--- config.mk ---
export PLATFORM = sky130hd
export DESIGN_NAME = piso_sb_tx
export DESIGN_NICKNAME = d
export VERILOG_FILES = /design/src/rtl/piso_sb_tx.sv
export SDC_FILE = /design/constraint.sdc
export NUM_CORES = 1
export LEC_CHECK = 0
export CAP_MARGIN = 20
export CORE_MARGIN = 2
export CORE_UTILIZATION = 46
export DETAILED_ROUTE_END_ITERATION = 7
export PLACE_DENSITY = 0.74
export SYNTH_ARGS = -nofsm -noshare
export SYNTH_HDL_FRONTEND = slang
export SYNTH_SLANG_ARGS = --single-unit
--- constraint.sdc ---
create_clock -name clk -period 12 [get_ports clk]
set_input_delay 1.8 -clock clk [delete_from_list [all_inputs] [get_ports clk]]
set_output_delay 1.8 -clock clk [all_outputs]
set_load 0.01 [all_outputs]
--- src/rtl/piso_sb_tx.sv ---
// LSB-first parallel-in serial-out transmitter with ready/valid load, sof/eof strobes and back-to-back framing.
// Optional trailing even-parity bit is enabled by defining PISO_SB_PARITY_EN.
module piso_sb_tx #(
  parameter int WIDTH = 384,
  parameter int CNT_W = 9
) (
  input  logic             clk,
  input  logic             res,
  input  logic             en,
  input  logic             load_valid,
  output logic             load_ready,
  input  logic [WIDTH-1:0] din,
  output logic             dout,
  output logic             dout_valid,
  output logic             sof,
  output logic             eof,
  output logic             o_dbg_state
);

  // Handshake: a word is taken on a rising edge where load_valid, load_ready and en are all high.
  // load_ready depends only on registered state, so upstream may use it combinationally.
`ifdef PISO_SB_PARITY_EN
  localparam int FRAME_LEN = WIDTH + 1;
`else
  localparam int FRAME_LEN = WIDTH;
`endif
  localparam logic [CNT_W-1:0] LAST = CNT_W'(FRAME_LEN - 1);

  typedef enum logic {
    S_IDLE  = 1'b0,
    S_SHIFT = 1'b1
  } state_t;

  state_t           r_state;
  state_t           w_state_nxt;
  logic [WIDTH-1:0] r_shreg;
  logic [WIDTH-1:0] w_shreg_nxt;
  logic [CNT_W-1:0] r_cnt;
  logic [CNT_W-1:0] w_cnt_nxt;
  logic             w_last;
  logic             w_accept;
`ifdef PISO_SB_PARITY_EN
  logic             r_par;
  logic             w_par_nxt;
  logic             w_par_slot;
`endif

  always_ff @(posedge clk or posedge res) begin
    if (res) begin
      r_state <= S_IDLE;
      r_shreg <= '0;
      r_cnt   <= '0;
`ifdef PISO_SB_PARITY_EN
      r_par   <= 1'b0;
`endif
    end else begin
      r_state <= w_state_nxt;
      r_shreg <= w_shreg_nxt;
      r_cnt   <= w_cnt_nxt;
`ifdef PISO_SB_PARITY_EN
      r_par   <= w_par_nxt;
`endif
    end
  end

  assign w_last   = (r_state == S_SHIFT) && (r_cnt == LAST);
  assign w_accept = en && load_valid && load_ready;

  always_comb begin
    w_state_nxt = r_state;
    w_shreg_nxt = r_shreg;
    w_cnt_nxt   = r_cnt;
`ifdef PISO_SB_PARITY_EN
    w_par_nxt   = r_par;
`endif
    if (w_accept) begin
      // Covers both the idle load and the seamless reload on a frame's final bit.
      w_state_nxt = S_SHIFT;
      w_shreg_nxt = din;
      w_cnt_nxt   = '0;
`ifdef PISO_SB_PARITY_EN
      w_par_nxt   = ^din;
`endif
    end else if (en && (r_state == S_SHIFT)) begin
      w_shreg_nxt = {1'b0, r_shreg[WIDTH-1:1]};
      if (w_last) begin
        w_state_nxt = S_IDLE;
        w_cnt_nxt   = '0;
      end else begin
        w_cnt_nxt   = r_cnt + CNT_W'(1);
      end
    end
  end

`ifdef PISO_SB_PARITY_EN
  assign w_par_slot = (r_cnt == CNT_W'(WIDTH));
`endif

  always_comb begin
    load_ready = (r_state == S_IDLE) || w_last;
    dout_valid = (r_state == S_SHIFT);
    sof        = (r_state == S_SHIFT) && (r_cnt == '0);
    eof        = w_last;
`ifdef PISO_SB_PARITY_EN
    dout       = (r_state == S_SHIFT) && (w_par_slot ? r_par : r_shreg[0]);
`else
    dout       = (r_state == S_SHIFT) && r_shreg[0];
`endif
  end

  assign o_dbg_state = r_state;

endmodule

drive_strength.png
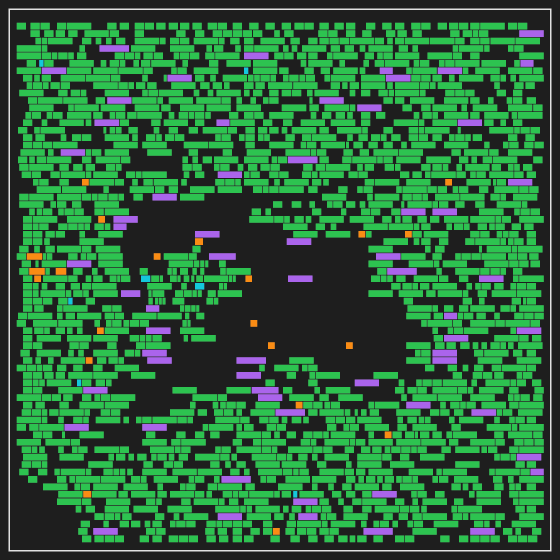
[cyan] drive 2 | cells: 7 | share: 0.41%
[orange] drive 3 to 4 | cells: 21 | share: 1.2%
[purple] drive 6 and up | cells: 63 | share: 3.7%
[green] drive 1 or less | cells: 1621 | share: 95%

final_congestion.png
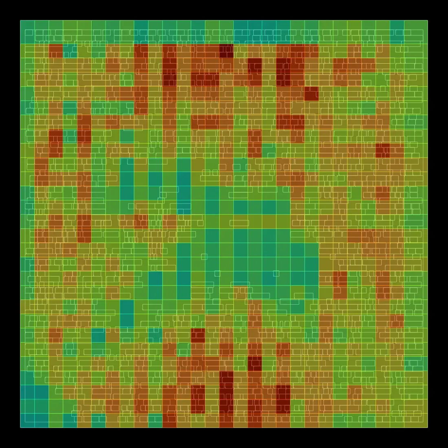
gr busiest metal: met2
met2 capacity usage during global routing: 0.355

==> impl_metrics.tcl <==
# place-and-route summary
set metrics [dict create \
    status "finished clean" \
    clkPwrFrac 0.314 \
    finish.instance_area_um2 22800 \
    non_clock_buffer_count 412 \
    ys_seq_frac 0.571 \
    power.share.switching 0.257 \
    route.detailed.wl_per_inst_um 20.7 \
    last_weighted_congestion_value_of_the_routability_driven_placer 0.789 \
    layout-area-overhead-vs-synth_pct 31.9 \
    mean_area_per_synthesized_cell_um2 12.8 \
    startpoint_type "primary input" \
    period_used_share 0.412 \
    dr.pass1.iters 8 \
    post_dp_cell_area_um2 21100 \
    logic_area_um2 6610 \
    setup_repair_after_global_routing_missed_its_margin "no" \
    worst_reg2reg_setup_slack_ns 7.77 \
    fin_nets 2069 \
    power-per-cell-area_nw_per_um2 198 \
    synth.area.mux_share 0 \
    netlist_logic_family_top "AND-OR/OR-AND gates" \
    layout-drive-gt1-share 0.0532 \
    share_of_the_final_layout_cell_area_in_multi_input_gates 0.290 \
    max-slew-margin-rel 0.294 \
    yosysMostFrequentCell "dfrtp_1" \
    grt_antenna_before_repair 8 \
    max_freq_ghz 0.202 \
    power.switching_mw 1.16 \
    synth_cells 1352 \
    ys_top_cells_by_area "dfrtp_1, a221o_1, and2_1, buf_6, clkbuf_1" \
    post_synth_most_frequent_cells "dfrtp_1, and2_1, a221o_1, clkbuf_1, buf_6" \
    cts_setup_buffers 0 \
    critical_path_arrival_ns 5.42 \
    area_of_the_placeable_core_um2 36800 \
    chipWidth_um 198 \
    routed_via_density 5.84 \
    share_of_flip_flops_with_an_asynchronous_set_or_reset 1.00 \
    most_used_flip_flop_cell_after_synthesis "dfrtp_1" \
    grt_remaining_overflow 0 \
    reg2reg_from "r_cnt[0]" \
    netlist_area_um2 17300 \
    worst_pin_slew_ns 1.05 \
    yosys.area_share.adder 0.00145 \
    comb_power_uw 964 \
    final-instance-count-excl-fill 2188 \
    crit_chain "clkdlybuf4s50_1, nand2_1, nor2_4, buf_4, buf_4, a221o_1" \
    worst_path_max_delay_cell "buf_4" \
    number_of_antenna_repair_diodes 8 \
    first_global_vias 13000 \
    antenna_violating_nets_left 0 \
    total_vias_in_the_final_route 12800 \
    clock_skew_ns 0.0128 \
    ctsLongestPathBuffers 3 \
    clock_cell_area_share 0.0668 \
    yosysUniqueCellTypes 31 \
    tritoncts "yes" \
    path_clk_slew_ns 0.06 \
    fin_ws_ns 7.05 \
    pre_cts_ws_ns 6.53 \
    power_mw 4.51 \
    yosysCellCount 1352 \
    hold_path_depth 1 \
    crit_family "buffers and inverters" \
    grt_max_degree 214 \
    grt_pass1_wl_um 70700 \
    xor_share 0 \
    worst_ep_required_time_ns 12.47 \
    p_leak_nw 10.4 \
    layout.non_clock_inverters 7 \
    floorplan.tapcells 468 \
    numSynthFlops 394 \
]
## placed cells by master (no fill, tap or decap), types with 2 or more instances in the layout
cell             instances
dfrtp_1                394
clkdlybuf4s50_1        393
and2_1                 384
a221o_1                383
clkbuf_16               45
buf_4                   15
clkbuf_1                12
nand2_1                 10
diode_2                  8
o21ai_0                  7
clkbuf_8                 7
bufinv_16                7
inv_1                    6
clkinv_2                 5
nor3_1                   3
nand3_1                  3
nand2b_1                 3
a22o_1                   3
a21oi_1                  3
nor4b_1                  2
and4_1                   2
o41ai_1                  2
or4_1                    2
ha_1                     2
clkinv_4                 2
buf_16                   2
buf_12                   2
## per-layer routing
metal	track usage	wire length [µm]
met2	0.355	21200
met5	0	13
met4	0.0899	1400
met3	0.0562	3230
met1	0.301	19500
No activity file was given, so power comes from the tool's default toggle rates.
